==> run_1/pdn.png <==
The bar under the picture is 50 µm long. Pins as bars on the die edge. Tap cells in gray.
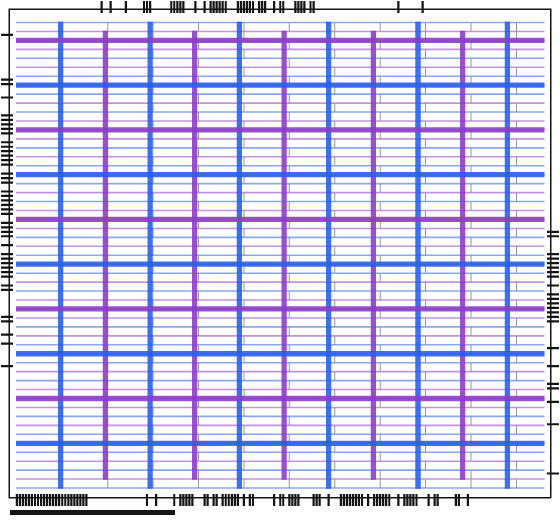
==> run_1/cell_classes.png <==
The bar under the picture is 50 µm long.
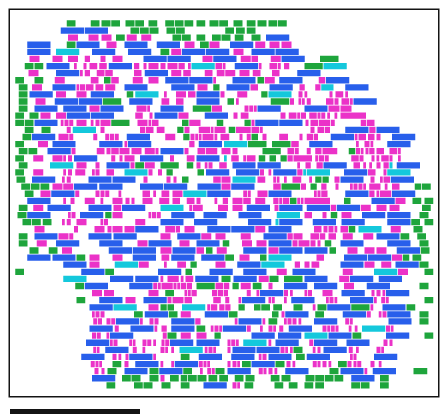
==> run_1/clock_map.png <==
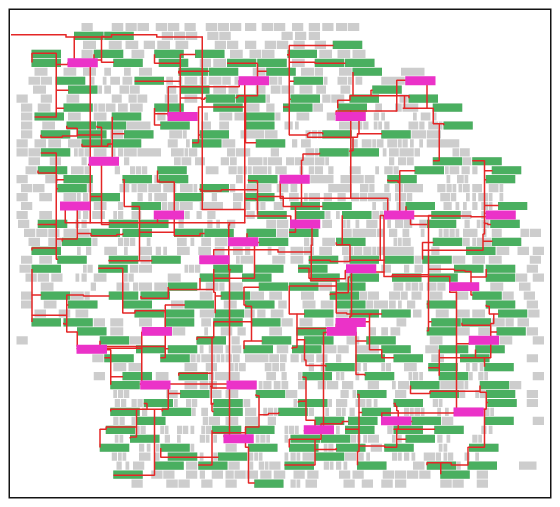
===== src/rtl/adc733_pkg.sv =====
// Shared constants, types and helpers for the ADC733 serial-port responder.
// Word layout: bit15 MODE (1 = data-mode request), bit14 CTRL (must be 1),
// bits13:8 ignored, bits7:0 DATA. Burst frames carry {1, chan[2:0], sample[11:0]}.
package adc733_pkg;

  localparam int WORD_W    = 16;
  localparam int NUM_REGS  = 8;
  localparam int PTR_W     = 4;   // pointer runs 0..NUM_REGS inclusive
  localparam int MODE_BIT  = 15;
  localparam int CTRL_BIT  = 14;
  localparam int DATA_MSB  = 7;
  localparam int CHAN_MSB  = 14;
  localparam int CHAN_LSB  = 12;
  localparam int SAMP_W    = CHAN_LSB;
  localparam int FPOS_W    = 5;   // frame position 0..16 (sync + 16 bits)

  typedef logic [WORD_W-1:0] word_t;

  localparam word_t                   WORD_RST = '0;
  localparam logic [NUM_REGS*8-1:0]   CFG_RST  = '0;

  typedef enum logic {
    RX_IDLE,
    RX_SHIFT
  } rx_state_e;

  function automatic word_t burst_word(input logic [CHAN_MSB-CHAN_LSB:0] chan,
                                       input logic [SAMP_W-1:0] samp);
    return {1'b1, chan, samp};
  endfunction

endpackage


===== src/rtl/adc733_sport_txframe.sv =====
// One transmit frame engine: SDOFS high for one SCLK period, then 16 bits
// MSB first, all advanced by fall_en.
//   clk, rst_l : system clock, async active-low reset
//   fall_en    : one-clk strobe at each SCLK 1->0 edge
//   start      : with fall_en, begin a frame carrying `load`
//   abort      : drop any frame immediately (sdofs/sdo to 0)
//   load       : word to send
//   busy       : frame occupies the next SCLK period (a start must wait)
//   sdofs, sdo : registered frame sync and data
module adc733_sport_txframe
  import adc733_pkg::*;
(
  input  logic  clk,
  input  logic  rst_l,
  input  logic  fall_en,
  input  logic  start,
  input  logic  abort,
  input  word_t load,
  output logic  busy,
  output logic  sdofs,
  output logic  sdo
);

  word_t             sh;
  logic              active;
  logic [FPOS_W-1:0] pos;   // 0 = sync period, 1..16 = data bits

  // In the last bit period a new frame may start on the next fall, which
  // gives back-to-back frames of exactly 17 SCLK periods.
  assign busy = active && (pos != FPOS_W'(WORD_W));

  always_ff @(posedge clk or negedge rst_l) begin
    if (!rst_l) begin
      sh     <= WORD_RST;
      active <= 1'b0;
      pos    <= '0;
      sdofs  <= 1'b0;
      sdo    <= 1'b0;
    end else if (abort) begin
      active <= 1'b0;
      pos    <= '0;
      sdofs  <= 1'b0;
      sdo    <= 1'b0;
    end else if (fall_en) begin
      if (start) begin
        sh     <= load;
        active <= 1'b1;
        pos    <= '0;
        sdofs  <= 1'b1;
        sdo    <= 1'b0;
      end else if (active) begin
        sdofs <= 1'b0;
        if (pos == FPOS_W'(WORD_W)) begin
          active <= 1'b0;
          sdo    <= 1'b0;
        end else begin
          sdo <= sh[WORD_W-1];
          sh  <= {sh[WORD_W-2:0], 1'b0};
          pos <= pos + FPOS_W'(1);
        end
      end
    end
  end

endmodule


===== src/rtl/adc733_sport_responder.sv =====
// Device end of the ADC733 serial link: generates SCLK, receives 16-bit
// control words, fills an 8-entry register file, echoes program words and,
// after a data-mode word, streams NUM_CH sample frames every SAMPLE_PERIOD
// SCLK periods.
//   clk, rst_l  : system clock, async active-low reset
//   SCLK        : divided serial clock (register, not a clock net)
//   SDIFS, SDI  : host frame sync / data, sampled on SCLK rise
//   SE          : port enable; low gates SDO/SDOFS and the receiver
//   SDOFS, SDO  : output frame sync / data, change on SCLK fall
//   ch_data     : per-channel samples, channel 0 in [15:0]
//   cfg_regs    : register file, CRA in [7:0] .. CRH in [63:56]
//   data_mode   : sticky once a data-mode word is accepted
//   rx_word, rx_valid : last received word and its one-clk update pulse
//   cfg_err     : sticky, program word arrived with the file already full
module adc733_sport_responder
  import adc733_pkg::*;
#(
  parameter int CLK_DIV       = 1,
  parameter int NUM_CH        = 6,
  parameter int SAMPLE_PERIOD = 256
) (
  input  logic                   clk,
  input  logic                   rst_l,
  output logic                   SCLK,
  input  logic                   SDIFS,
  input  logic                   SDI,
  input  logic                   SE,
  output logic                   SDOFS,
  output logic                   SDO,
  input  logic [16*NUM_CH-1:0]   ch_data,
  output logic [NUM_REGS*8-1:0]  cfg_regs,
  output logic                   data_mode,
  output word_t                  rx_word,
  output logic                   rx_valid,
  output logic                   cfg_err
);

  localparam int DIV_W = (CLK_DIV > 1) ? $clog2(CLK_DIV) : 1;
  localparam int SC_W  = $clog2(SAMPLE_PERIOD);
  localparam int K_W   = CHAN_MSB - CHAN_LSB + 1;

  // ---------------- SCLK divider ----------------
  logic [DIV_W-1:0] div_cnt;
  logic             sclk_q, tick, rise_en, fall_en;

  assign tick    = (div_cnt == DIV_W'(CLK_DIV - 1));
  assign rise_en = tick && !sclk_q;
  assign fall_en = tick &&  sclk_q;
  assign SCLK    = sclk_q;

  always_ff @(posedge clk or negedge rst_l) begin
    if (!rst_l) begin
      div_cnt <= '0;
      sclk_q  <= 1'b0;
    end else if (tick) begin
      div_cnt <= '0;
      sclk_q  <= !sclk_q;
    end else begin
      div_cnt <= div_cnt + DIV_W'(1);
    end
  end

  // ---------------- receiver ----------------
  rx_state_e rx_state, rx_next;
  logic [3:0] rx_cnt;
  word_t      rx_sh, new_word;
  logic       rx_done;

  assign new_word = {rx_sh[WORD_W-2:0], SDI};

  always_ff @(posedge clk or negedge rst_l) begin
    if (!rst_l) rx_state <= RX_IDLE;
    else        rx_state <= rx_next;
  end

  // SDIFS only matters while idle; a word in flight is dropped when SE falls.
  always_comb begin
    rx_next = rx_state;
    rx_done = 1'b0;
    unique case (rx_state)
      RX_IDLE:  if (rise_en && SE && SDIFS) rx_next = RX_SHIFT;
      RX_SHIFT: begin
        if (!SE) begin
          rx_next = RX_IDLE;
        end else if (rise_en && rx_cnt == 4'd15) begin
          rx_next = RX_IDLE;
          rx_done = 1'b1;
        end
      end
      default:  rx_next = RX_IDLE;
    endcase
  end

  always_ff @(posedge clk or negedge rst_l) begin
    if (!rst_l) begin
      rx_cnt   <= '0;
      rx_sh    <= WORD_RST;
      rx_word  <= WORD_RST;
      rx_valid <= 1'b0;
    end else begin
      rx_valid <= rx_done;
      if (rx_state == RX_IDLE) rx_cnt <= '0;
      else if (rise_en) begin
        rx_sh  <= new_word;
        rx_cnt <= rx_cnt + 4'd1;
      end
      if (rx_done) rx_word <= new_word;
    end
  end

  // ---------------- decode, register file, echo queue ----------------
  logic             accept, prog;
  logic [PTR_W-1:0] ptr;
  logic             pend_vld;
  word_t            pend_word;
  logic             echo_start;

  assign accept = rx_done && new_word[CTRL_BIT];
  // Mode words are not echoed: they hand the transmitter over to bursts.
  assign prog   = accept && !new_word[MODE_BIT] && !data_mode;

  always_ff @(posedge clk or negedge rst_l) begin
    if (!rst_l) begin
      cfg_regs  <= CFG_RST;
      ptr       <= '0;
      cfg_err   <= 1'b0;
      data_mode <= 1'b0;
      pend_vld  <= 1'b0;
      pend_word <= WORD_RST;
    end else begin
      if (accept && new_word[MODE_BIT]) data_mode <= 1'b1;
      if (prog) begin
        if (ptr < PTR_W'(NUM_REGS)) begin
          cfg_regs[ptr[2:0]*8 +: 8] <= new_word[DATA_MSB:0];
          ptr <= ptr + PTR_W'(1);
        end else begin
          cfg_err <= 1'b1;
        end
        // 1-deep queue: a newer word replaces one still waiting
        pend_vld  <= 1'b1;
        pend_word <= new_word;
      end else if (echo_start) begin
        pend_vld <= 1'b0;
      end
    end
  end

  // ---------------- sample bursts ----------------
  logic [NUM_CH-1:0][SAMP_W-1:0] ch_samp, lat;
  logic [NUM_CH-1:0][3:0]        unused_ch_hi;

  for (genvar g = 0; g < NUM_CH; g++) begin : g_ch
    assign ch_samp[g]      = ch_data[16*g +: SAMP_W];
    assign unused_ch_hi[g] = ch_data[16*g+SAMP_W +: 4];
  end

  logic            tx_busy, tx_start, tx_sdofs, tx_sdo;
  word_t           tx_word;
  logic            run, bursting, first_go, burst_go, next_frame;
  logic [SC_W-1:0] scnt;
  logic [K_W-1:0]  frame_k, nxt_k;
  logic [SAMP_W-1:0] nxt_samp;

  // The sample counter starts once any pending echo has drained, so the
  // first burst never collides with an echo frame.
  assign first_go   = data_mode && !run && !pend_vld && !tx_busy;
  assign burst_go   = fall_en && SE && (first_go || (run && scnt == '0));
  assign next_frame = fall_en && SE && bursting && !tx_busy && !burst_go &&
                      (frame_k != K_W'(NUM_CH - 1));
  assign echo_start = fall_en && SE && pend_vld && !tx_busy && !run;
  assign tx_start   = burst_go || next_frame || echo_start;

  always_comb begin
    nxt_k    = frame_k + K_W'(1);
    nxt_samp = '0;
    for (int i = 0; i < NUM_CH; i++)
      if (nxt_k == K_W'(i)) nxt_samp = lat[i];
  end

  always_comb begin
    tx_word = pend_word;
    if (burst_go)        tx_word = burst_word(K_W'(0), ch_samp[0]);
    else if (next_frame) tx_word = burst_word(nxt_k, nxt_samp);
  end

  always_ff @(posedge clk or negedge rst_l) begin
    if (!rst_l) begin
      run      <= 1'b0;
      scnt     <= '0;
      bursting <= 1'b0;
      frame_k  <= '0;
      lat      <= '0;
    end else begin
      // counter free-runs in data mode regardless of SE
      if (fall_en) begin
        if (first_go)  begin run <= 1'b1; scnt <= SC_W'(1); end
        else if (run)  scnt <= (scnt == SC_W'(SAMPLE_PERIOD - 1)) ? '0 : scnt + SC_W'(1);
      end
      if (!SE) begin
        bursting <= 1'b0;
      end else if (burst_go) begin
        bursting <= 1'b1;
        frame_k  <= '0;
        lat      <= ch_samp;
      end else if (next_frame) begin
        frame_k  <= nxt_k;
      end else if (fall_en && bursting && !tx_busy) begin
        bursting <= 1'b0;
      end
    end
  end

  adc733_sport_txframe u_tx (
    .clk     (clk),
    .rst_l   (rst_l),
    .fall_en (fall_en),
    .start   (tx_start),
    .abort   (!SE),
    .load    (tx_word),
    .busy    (tx_busy),
    .sdofs   (tx_sdofs),
    .sdo     (tx_sdo)
  );

  // SE gates the pins at once; the frame engine is cleared on the next clk.
  assign SDOFS = tx_sdofs && SE;
  assign SDO   = tx_sdo   && SE;

endmodule


===== config.mk =====
export PLATFORM = sky130hd
export DESIGN_NAME = adc733_sport_responder
export DESIGN_NICKNAME = d
export VERILOG_FILES = /design/src/rtl/adc733_pkg.sv /design/src/rtl/adc733_sport_txframe.sv /design/src/rtl/adc733_sport_responder.sv
export SDC_FILE = /design/constraint.sdc
export NUM_CORES = 1
export LEC_CHECK = 0
export CAP_MARGIN = 40
export CORE_ASPECT_RATIO = 0.9
export CORE_MARGIN = 1.5
export CORE_UTILIZATION = 45
export CTS_CLUSTER_SIZE = 10
export DETAILED_ROUTE_END_ITERATION = 8
export PLACE_DENSITY = 0.68
export SETUP_SLACK_MARGIN = 0.05
export SYNTH_ARGS = -nofsm -noshare
export SYNTH_HDL_FRONTEND = slang
export SYNTH_SLANG_ARGS = --single-unit
export TNS_END_PERCENT = 20

===== constraint.sdc =====
create_clock -name clk -period 2.6 [get_ports clk]
set_input_delay 0.65 -clock clk [delete_from_list [all_inputs] [get_ports clk]]
set_output_delay 0.65 -clock clk [all_outputs]
set_load 0.05 [all_outputs]

==> impl_metrics.tcl, run 1 <==
# metrics dict for downstream scripts
set metrics [dict create \
    outcome "finished, final reports clean" \
    dieHeight_um 148 \
    place_hpwl_um 18000 \
    synth_cell_types 60 \
    slew_viol_final 0 \
    ff_type "dfrtp_1" \
    fp-utilization_pct 46.3 \
    syn_area_mm2 0.0105 \
    syn_to_final_growth_pct 28.1 \
    place.port_buffers 162 \
    drt_iter0_drc 438 \
    fin_nets 1216 \
    critPathLaunchType "primary input" \
    numSynthFlops 234 \
    r2r_cells 9 \
    cap_violations 0 \
    dr_total_vias 7577 \
    dr.pass1.iters 4 \
    grt_pass1_vias 7625 \
    setup_viol_count_final 0 \
    antennaDiodeCount 0 \
    cts_tree "yes" \
    logic_family "multiplexers" \
    fp_nets 1027 \
    htree_levels 1 \
    fin_crit_ns 2.41 \
    warning_count 57 \
    rows 52 \
    mostFrequentLayoutCell "dfrtp_1" \
    rsz0062_at_grt "no" \
    path_class "primary input to primary output" \
    cts_root_buffer "clkbuf_16" \
    p_total_mw 7.75 \
    yosys-mux-area-fraction_pct 14.9 \
    fmax_mhz 414 \
    hold_violations 0 \
    timing.reg2reg.setup_slack_ns 0.22 \
    drive_gt1_share_pct 20.7 \
    aoi_share_pct 10.9 \
    antenna_found_initial 0 \
    r2r-end "u_tx.sh[7]" \
    ios 187 \
    overflow 0 \
    remaining_drc_errors 0 \
    reg2reg_from "frame_k[0]" \
    yosys-stat-area_mm2 0.0105 \
    avgSynthCellArea_um2 11.5 \
    ys_seq_share_pct 55.7 \
    synth-simple-area-share_pct 11.3 \
    ant_nets 0 \
    die_area_mm2 0.0243 \
    slew_headroom_pct 48.7 \
    cts_sinks 234 \
    place_congestion 0.812 \
    cts_resized 0 \
    ys_async_sr_fraction_pct 100 \
    synth-edff-count 0 \
    via_per_inst 5.40 \
    grt_max_degree 74 \
    wl_per_cell_um 18.1 \
    arrival_ns 1.76 \
    cts_hold_buf 0 \
    final_cell_mix "dfrtp_1, clkdlybuf4s50_1, nand2_1, mux2_2, o21ai_0" \
    ys_warn_count 0 \
    grt_pass1_wl_um 41100 \
    pwr_density_cell_mw_per_mm2 576 \
    post_cts_buffers 0 \
    synth_adder_area_share_pct 1.55 \
    clock_latency_ns 0.52 \
    fin_worst_skew_ns 0.00552 \
    p_leak_nw 6.11 \
    critPathMaxStageDelay_ns 0.57 \
    ys_cells 913 \
    coreArea_mm2 0.0227 \
    period_used_pct 92.9 \
    grt_util_all_layers_pct 21.5 \
    worstHoldPathType "primary input to asynchronous set/reset pin" \
    synthCells 913 \
    chipWidth_um 164 \
    crit_chain "clkdlybuf4s50_1 > buf_4 > and2_1 > buf_12" \
    routed_wirelength_um 25300 \
    clock_tree.buffer_depth 3 \
    path_clk_slew_ns 0.05 \
    synth-xor-area-share_pct 1.33 \
    end_kind "primary output" \
    crit_required_ns 1.95 \
    worstMarginPinSlew_ns 0.770 \
    peakVddDrop_uv 418 \
    cts_inserted_buffers 27 \
    path_max_fanout 6 \
    crit_slowest_cell "clkdlybuf4s50_1" \
]
Back to the opening pictures, pdn.png:
legend:
  purple:
    net: VDD
  blue:
    net: VSS
met1 rails: 53
met4 straps: 11
met5 straps: 10

Back to the opening pictures, cell_classes.png:
legend:
  green:
    class: other buffers and delay cells
    cells: 219
    share_of_their_area: 17%
  cyan:
    class: clock drivers and dummy loads
    cells: 32
    share_of_their_area: 5.4%
  blue:
    class: flip-flops
    cells: 234
    share_of_their_area: 45%
  magenta:
    class: all other logic
    cells: 620
    share_of_their_area: 33%
fin area: 0.0135 mm²
fin util: 59.3%

Back to the opening pictures, clock_map.png:
legend:
  green:
    item: flip-flops
    count: 234
  magenta:
    item: cells driving clock nets
    count: 27
  red:
    item: clock wires
    length: 2860 µm
flops lie: all over the die

run 1: worst max path at each step:
stage,from,end,slack (ns),cells past startpoint
2_1_floorplan,SCLK,u_tx.sh[10],0.23,6
6_report,SE,SDOFS,0.19,4
4_1_cts,rx_word[10],rx_word[10],0.16,1
3_5_place_dp,SE,u_tx.sh[3],-0.03,7
5_1_grt,ptr[0],cfg_regs[18],0.06,8
3_3_place_gp,SE,u_tx.sh[1],-0.009,7
run 1: where the power goes:
part           switching (mW)  total (mW)  internal, mW
sequential              0.182        3.96          3.78
combinational           0.273       0.594         0.321
clock                    1.33        3.20          1.86
run 1: metrics by stage:
step                      setup slack (ns)  hold WS (ns)  setup TNS, ns  cells  instance area, µm²
after global routing                0.0603         0.122              0   1402               13500
after floorplan                      0.234         0.354              0    913               10500
after CTS                            0.165         0.112              0   1402               13500
after detailed placement           -0.0281         0.445         -0.148   1370               12800
final                                0.186        0.0777              0   1402               13500
after global placement            -0.00925         0.443        -0.0340   1370               12800
run 1: worst max-delay path, delay by kind of cell:
| kind | cells | cell delay (ns) |
|---|---|---|
| buffers and inverters | 3 | 0.91 |
| and+or+nand+nor | 1 | 0.20 |
run 1: per-layer routing:
metal / up-vias / wire, µm / GRT usage (%)
met4: 0 / 432 / 4.45
met1: 3773 / 11700 / 31.3
met5: - / 0 / 0
met3: 36 / 1160 / 3.48
met2: 189 / 12000 / 34.1
li1: 3579 / - / -
run 1: registers in the layout (all words and copies together), names as in the netlist, 3 cells and up:
register,cells
rx_cnt,4
rx_word,16
rx_sh,15
lat,72
u_tx.sh,16
pend_word,16
cfg_regs,64
frame_k,3
u_tx.pos,5
scnt,8
ptr,4
run 1: cell type report:
type	count	area (µm²)
Tap cell	297	372
Inverter	25	93.8
Sequential cell	234	5860
Timing Repair Buffer	219	2220
Multi-Input combinational cell	595	4220
Fill cell	1864	9240
Clock buffer	32	704
run 1: Yosys cell counts, types with 2 or more instances:
library cell / count / area (µm²)
inv_1: 24 / 90.1
mux2_1: 8 / 90.1
a21oi_1: 41 / 205
xor2_1: 6 / 52.6
o211ai_1: 2 / 15.0
buf_1: 7 / 26.3
a21o_1: 2 / 15.0
dfrtp_1: 234 / 5860
a31oi_1: 3 / 18.8
o21ai_0: 71 / 355
o31ai_1: 3 / 22.5
buf_2: 11 / 55.1
a221oi_1: 12 / 105
o311ai_0: 11 / 96.3
and3_1: 5 / 31.3
a211oi_1: 2 / 15.0
nand2b_1: 2 / 12.5
buf_6: 14 / 158
a22o_1: 4 / 35.0
ha_1: 13 / 163
mux2i_1: 6 / 60.1
a32oi_1: 12 / 105
nor2b_1: 16 / 100
and2_1: 11 / 68.8
nor2_1: 34 / 128
nor4b_1: 2 / 17.5
nor3b_1: 2 / 15.0
or2_2: 2 / 12.5
xnor2_1: 10 / 87.6
o21ai_1: 2 / 10.0
nand4_1: 6 / 37.5
and2b_1: 3 / 22.5
nor3_1: 5 / 25.0
clkbuf_1: 24 / 90.1
a41oi_1: 3 / 26.3
and4_1: 3 / 26.3
nand3_1: 20 / 100
mux2_2: 126 / 1420
and4bb_2: 2 / 25.0
nand4b_1: 3 / 26.3
a41o_1: 2 / 20.0
nand2_1: 126 / 473
## Run 2: what changed since run 1
Settings changed: CORE_UTILIZATION 45 to 35, PLACE_DENSITY 0.68 to 0.55.
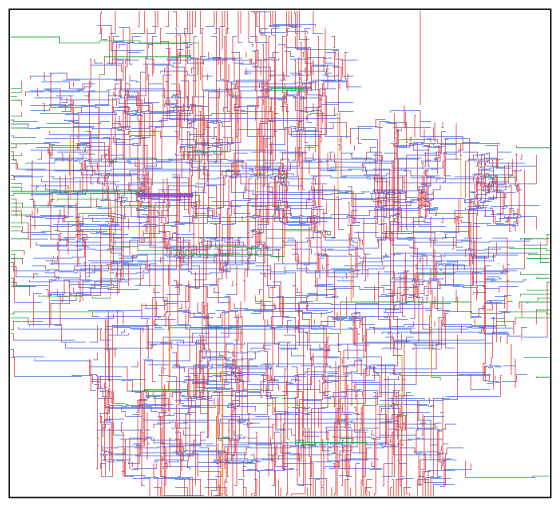
(run_2/metal_stack.png)
legend:
  purple:
    layer: met5
    wire_length: 17.5 µm
  red:
    layer: met2
    wire_length: 12400 µm
  green:
    layer: met3
    wire_length: 996 µm
  blue:
    layer: met1
    wire_length: 12800 µm
  orange:
    layer: met4
    wire_length: 428 µm

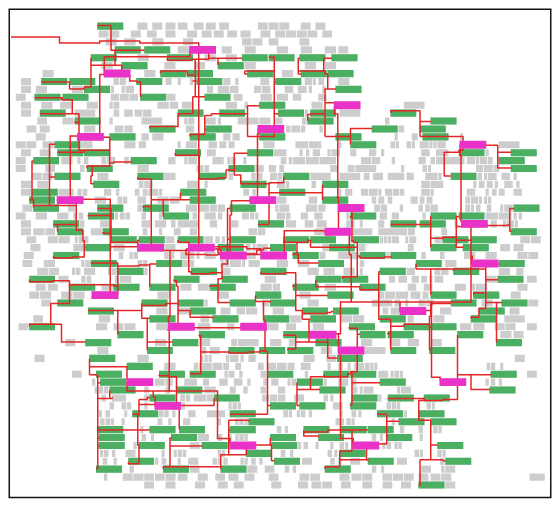
(run_2/clock_map.png)
legend:
  magenta:
    item: cells driving clock nets
    count: 27
  red:
    item: clock wires
    length: 3170 µm
  green:
    item: flip-flops
    count: 234
flops lie: all over the die
clock network power: 3.30 mW
skew final: 0.0258 ns

==> impl_metrics.tcl, run 2 <==
# metrics dict for downstream scripts
set metrics [dict create \
    outcome "finished, final reports clean" \
    ant_nets 0 \
    path_clk_slew_ns 0.06 \
    dr_total_vias 7536 \
    fin_nets 1221 \
    setup_viol_count_final 0 \
    hold_violations 0 \
    synth_cell_types 60 \
    die_area_mm2 0.0311 \
    end_kind "primary output" \
    avgSynthCellArea_um2 11.5 \
    fp-utilization_pct 35.9 \
    fp_nets 1027 \
    numSynthFlops 234 \
    cts_root_buffer "clkbuf_16" \
    yosys-stat-area_mm2 0.0105 \
    slew_viol_final 0 \
    largest_area_cell "dfrtp_1" \
    arrival_ns 1.78 \
    clock_tree.buffer_depth 3 \
    critPathLaunchType "flop" \
    cts_inserted_buffers 27 \
    warning_count 58 \
    period_used_pct 93.4 \
    ys_async_sr_fraction_pct 100 \
    yosys.cell_count.top_type "dfrtp_1" \
    largest_register_ff_count 72 \
    finalWorstSetupSlack_ns 0.172 \
    grt_pass1_wl_um 42700 \
    fmax_mhz 412 \
    ff_type "dfrtp_1" \
    worstMarginPinSlew_ns 0.787 \
    reg_top3 "lat (72), cfg_regs (64)" \
    cts_hold_buf 0 \
    path_buffers 1 \
    rows 59 \
    grt_pass1_vias 7558 \
    tns_ns 0 \
    ios 187 \
    largest-register "lat" \
    syn_area_mm2 0.0105 \
    post_cts_buffers 0 \
    crit_slowest_cell "clkdlybuf4s50_1" \
    path_delay_family "buffers and inverters" \
    clock_latency_ns 0.55 \
    flop_area_mm2 0.00586 \
    dr.pass1.iters 4 \
    drive_gt1_share_pct 21.2 \
    synthCells 913 \
    mostFrequentLayoutCell "dfrtp_1" \
    place_congestion 0.795 \
    grt_max_degree 63 \
    final_cell_mix "dfrtp_1, clkdlybuf4s50_1, nand2_1, mux2_2, o21ai_0" \
    overflow 0 \
    cts_tree "yes" \
    antenna_found_initial 1 \
    ys_warn_count 0 \
    rsz0062_at_grt "yes" \
    routed_wirelength_um 26700 \
    crit_required_ns 1.95 \
    grt_util_all_layers_pct 17.4 \
    remaining_drc_errors 0 \
    path_class "flop to primary output" \
    top_cell_area_share_pct 55.7 \
    common_cells "dfrtp_1, mux2_2, nand2_1, o21ai_0, a21oi_1" \
    combGateArea_mm2 0.00422 \
    fin_crit_ns 2.43 \
    via_per_inst 5.00 \
    fillerInstances 2697 \
    pwr_density_cell_mw_per_mm2 576 \
    drt_iter0_drc 420 \
    area_leaders "dfrtp_1, mux2_2, nand2_1, o21ai_0, a21oi_1" \
    path_max_fanout 2 \
    cts_resized 0 \
    worstHoldPathType "primary input to asynchronous set/reset pin" \
    synth-edff-count 0 \
    ys_seq_share_pct 55.7 \
    place_ws_ns -0.0734 \
    critPathMaxStageDelay_ns 0.83 \
    crit_chain "clkdlybuf4s50_1" \
    slew_headroom_pct 47.5 \
    cts_sinks 234 \
    p_leak_nw 6.15 \
    htree_levels 1 \
    place.port_buffers 162 \
    cap_violations 0 \
    ys_cells 913 \
    wl_per_cell_um 17.7 \
    syn_to_final_growth_pct 29.9 \
    place_hpwl_um 19200 \
]
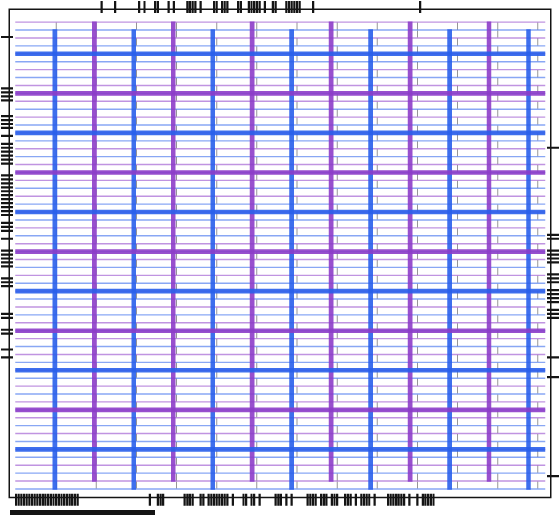
(run_2/pdn.png)
The bar under the picture is 50 µm long. Pins as bars on the die edge. Tap cells in gray.
legend:
  blue:
    net: VSS
  purple:
    net: VDD
signal pins: 187
rows: 59
Die Span Y: 167 µm
worst vdd ir: 567 µV
area of the core: 0.0292 mm²
Die Wd: 186 µm

==> run 2: power by group <==
group	leakage (nW)	switching [mW]	internal (mW)
clock	0.354	1.42	1.88
sequential	3.15	0.187	3.78
combinational	2.65	0.267	0.321
==> run 2: per-layer routing <==
metal,routed length (µm),GRT usage (%),vias up
met2,12400,27.0,136
li1,-,-,3595
met5,17,0,-
met4,428,3.79,2
met3,996,2.68,35
met1,12800,25.6,3768
==> run 2: metrics by stage <==
stage                     cells  hold slack [ns]  power, mW  cell area [µm²]  utilization, %
after detailed placement   1474            0.455       4.63            12900            44.2
after global routing       1507           0.0255       8.21            13600            46.7
final                      1508           0.0125       7.86            13600            46.7
after CTS                  1507          0.00300       7.97            13600            46.7
after floorplan             913            0.354       4.27            10500               -
after global placement     1474            0.452       4.62            12900            44.2
==> run 2: logic make-up (layout without fill, tap and decap cells) <==
logic type                 after synthesis  in the layout  share of synthesized area [%]
adders and majority gates               13             13                           1.55
buffers and inverters                   84            282                           4.23
AOI/OAI and AO/OA                      178            178                           10.9
and+or+nand+nor                        248            248                           11.3
muxes                                  140            140                           14.9
other                                    0              1                              0
DFF                                    234            234                           55.7
xor gates and xnor gates                16             16                           1.33
==> run 2: worst paths after layout <==
kind,start,to,slack [ns],depth (start not counted)
max in group asynchronous,rst_l,cfg_regs[4],1.85,2
min in group clk,cfg_err,cfg_err,0.47,1
setup reg to reg,frame_k[0],u_tx.sh[9],0.22,9
hold / removal,rst_l,cfg_regs[21],0.01,1
setup / recovery,rx_word[10],rx_word[10],0.17,1
hold reg to reg,cfg_err,cfg_err,0.47,1
==> run 2: area by class of cell <==
cell class	count	area share (%)
Sequential cell	234	42.9
Multi-Input combinational cell	595	30.9
Timing Repair Buffer	224	16.6
Clock buffer	32	5.16
Tap cell	396	3.63
Inverter	25	0.688
Clock inverter	1	0.147
Antenna cell	1	0.0183
No activity file was given, so power comes from the tool's default toggle rates.
